$ cat config.mk
export PLATFORM = sky130hd
export DESIGN_NAME = onehot_encoder
export DESIGN_NICKNAME = d
export VERILOG_FILES = /design/src/rtl/onehot_encoder.sv
export SDC_FILE = /design/constraint.sdc
export NUM_CORES = 1
export LEC_CHECK = 0
export ABC_AREA = 1
export ABC_CLOCK_PERIOD_IN_PS = 5000
export CORE_ASPECT_RATIO = 0.75
export CORE_MARGIN = 4
export CORE_UTILIZATION = 45
export CTS_BUF_LIST = sky130_fd_sc_hd__clkbuf_8 sky130_fd_sc_hd__clkbuf_16
export DETAILED_ROUTE_END_ITERATION = 6
export PLACE_DENSITY_LB_ADDON = 0.05
export SLEW_MARGIN = 10
export SYNTH_ARGS = -nofsm -noshare
export SYNTH_HDL_FRONTEND = slang
export SYNTH_SLANG_ARGS = --single-unit
$ cat constraint.sdc
create_clock -name clk -period 5 [get_ports clk]
set_clock_uncertainty 0.15 [all_clocks]
set_input_delay 0.5 -clock clk [delete_from_list [all_inputs] [get_ports clk]]
set_output_delay 0.5 -clock clk [all_outputs]
set_load 0.005 [all_outputs]
$ cat src/rtl/onehot_encoder.sv
// onehot_encoder: debounced 8-line one-hot to 3-bit binary encoder with illegal-pattern reporting.
// Optional macro ENCODER_PRIORITY_EN: stable multi-hot patterns lock to their highest set line.
module onehot_encoder #(
  parameter int unsigned STABLE_CYCLES = 4
) (
  input  logic clk,
  input  logic reset,
  input  logic In1,
  input  logic In2,
  input  logic In3,
  input  logic In4,
  input  logic In5,
  input  logic In6,
  input  logic In7,
  input  logic In8,
  output logic b2,
  output logic b1,
  output logic b0_LSB,
  output logic valid,
  output logic err,
  output logic changed
);

  localparam logic [7:0] CNT_MAX = 8'(STABLE_CYCLES - 32'd1);

  typedef enum logic [1:0] {
    IDLE   = 2'd0,
    TRACK  = 2'd1,
    LOCKED = 2'd2,
    FAULT  = 2'd3
  } state_e;

  function automatic logic [3:0] count_ones(input logic [7:0] v);
    logic [3:0] n;
    n = 4'd0;
    for (int i = 0; i < 8; i++) begin
      n = n + {3'd0, v[i]};
    end
    return n;
  endfunction

  function automatic logic [2:0] highest_index(input logic [7:0] v);
    logic [2:0] idx;
    idx = 3'd0;
    for (int i = 0; i < 8; i++) begin
      if (v[i]) begin
        idx = 3'(i);
      end
    end
    return idx;
  endfunction

  state_e     state_q, state_d;
  logic [7:0] in_q, in_d;
  logic [7:0] cand_q, cand_d;
  logic [7:0] cnt_q, cnt_d;
  logic [2:0] code_q, code_d;
  logic       valid_q, valid_d;
  logic       err_q, err_d;
  logic       changed_q, changed_d;
  logic [3:0] cand_ones;
  logic       cand_ok;

  // Decide whether the stable candidate may be published as a legal code.
  always_comb begin
    cand_ones = count_ones(cand_q);
`ifdef ENCODER_PRIORITY_EN
    cand_ok = (cand_ones != 4'd0);
`else
    cand_ok = (cand_ones == 4'd1);
`endif
  end

  // Next-state and next-output logic for the debounce/lock state machine.
  always_comb begin
    in_d      = {In8, In7, In6, In5, In4, In3, In2, In1};
    state_d   = state_q;
    cand_d    = cand_q;
    cnt_d     = cnt_q;
    code_d    = code_q;
    valid_d   = valid_q;
    err_d     = err_q;
    changed_d = 1'b0;

    case (state_q)
      IDLE: begin
        cand_d  = in_q;
        cnt_d   = 8'd0;
        state_d = TRACK;
      end

      TRACK: begin
        if (in_q != cand_q) begin
          cand_d = in_q;
          cnt_d  = 8'd0;
        end else if (cnt_q < CNT_MAX) begin
          cnt_d = cnt_q + 8'd1;
        end else if (cand_ok) begin
          state_d   = LOCKED;
          code_d    = highest_index(cand_q);
          valid_d   = 1'b1;
          err_d     = 1'b0;
          changed_d = 1'b1;
        end else begin
          // Illegal pattern: the last published code stays visible.
          state_d = FAULT;
          valid_d = 1'b0;
          err_d   = 1'b1;
        end
      end

      LOCKED, FAULT: begin
        if (in_q != cand_q) begin
          cand_d  = in_q;
          cnt_d   = 8'd0;
          state_d = TRACK;
        end else begin
          state_d = state_q;
        end
      end

      default: begin
        state_d = IDLE;
        cand_d  = 8'd0;
        cnt_d   = 8'd0;
      end
    endcase
  end

  // State, input sampling and output registers with synchronous reset.
  always_ff @(posedge clk) begin
    if (reset) begin
      state_q   <= IDLE;
      in_q      <= 8'd0;
      cand_q    <= 8'd0;
      cnt_q     <= 8'd0;
      code_q    <= 3'd0;
      valid_q   <= 1'b0;
      err_q     <= 1'b0;
      changed_q <= 1'b0;
    end else begin
      state_q   <= state_d;
      in_q      <= in_d;
      cand_q    <= cand_d;
      cnt_q     <= cnt_d;
      code_q    <= code_d;
      valid_q   <= valid_d;
      err_q     <= err_d;
      changed_q <= changed_d;
    end
  end

  assign b2      = code_q[2];
  assign b1      = code_q[1];
  assign b0_LSB  = code_q[0];
  assign valid   = valid_q;
  assign err     = err_q;
  assign changed = changed_q;

endmodule

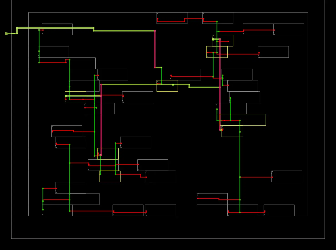
Fig. 1. Clock nets.
number of buffers created by CTS: 5
Seq Cell Count: 32
Power Clock: 0.000272 W
clock buffer count: 7

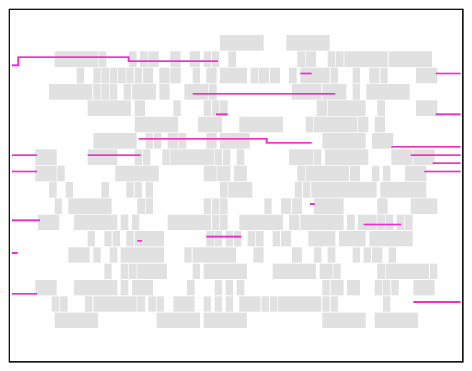
Fig. 2. M3 wires.
Scale: 6 px per um.
share of all routed wire: 6.0%
main direction: horizontal
met3 usage: 5.63%
final wirelength: 2.89 mm
via count: 1,185

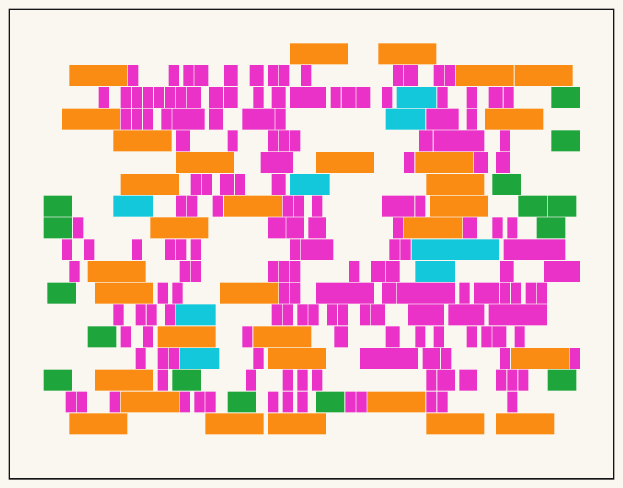
Fig. 3. Placed cells, one color a class.
Scale: 8 px per um.
[green] other buffers and delay cells | cells: 15 | share of their area: 8.4%
[orange] flip-flops | cells: 32 | share of their area: 36%
[magenta] all other logic | cells: 172 | share of their area: 49%
[cyan] clock drivers and dummy loads | cells: 8 | share of their area: 7.0%
Row Count: 18
Final Cell Area: 1840 um^2
core area: 3290 um^2
Util after Layout: 56.1%

==> reports/qor.csv <==
metric;value;unit
status;completed;
reg_top3;cand_q x8, cnt_q x8, in_q x8;
crit_cells;14;
synth_cell_types;22;
crit_end;code_q[2];
comb_cells;123;
comb_area;692;um^2
seq_cell_power;0.000266;W
antenna_left;0;
seq_share;34.8;%
fp.dieW;75.4;um
grt_overflow;0;
final.min_clock_period;3.65;ns
cts_root_buf;clkbuf_8;
hp-class;register to register;
setup_ws;1.35;ns
grt_pass1_wl;5.16;mm
fmax;274;MHz
via_per_inst;4.44;
crit_buf_inv;3;
slowest_delay;0.56;ns
io_pins;16;
grt_max_degree;20;
cts_buffer_depth;2;
critPathCaptureType;register;
die_height;58.5;um
grtUsageTotal;15.6;%
startpoint_type;register;
cts_resized;0;
crit_path_frequent_cell;fa_1;
synth_area;1530;um^2
drt-initial-drc-count;47;
cts_setup_buffers;0;
initial_core_util;46.6;%
power.switching;0.000133;W
largest_cell_class;combinational gates;
lay_top_cells;inv_1, nand2_1, dfxtp_1;
top_area_share;41.8;%
r2r_start;cand_q[0];
n_all_inverters;49;
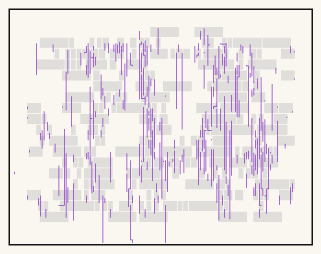
Fig. 4. M2 wires.
Scale: 4 px per um.
share of all routed wire: 39%
main direction: vertical

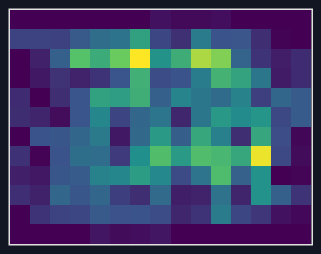
Fig. 5. Signal metal coverage by tile.
Scale: 4 px per um. 15 x 12 tiles, from dark purple (low) to yellow (high), scaled to the fullest tile. Values are wire area over tile area, all layers added.
fullest tile: 0.41
nearly empty tiles: 18%
mean over tiles: 0.11
tiles over half the peak: 17%

Power figures rest on the tool's default switching activity, not on a simulated workload.
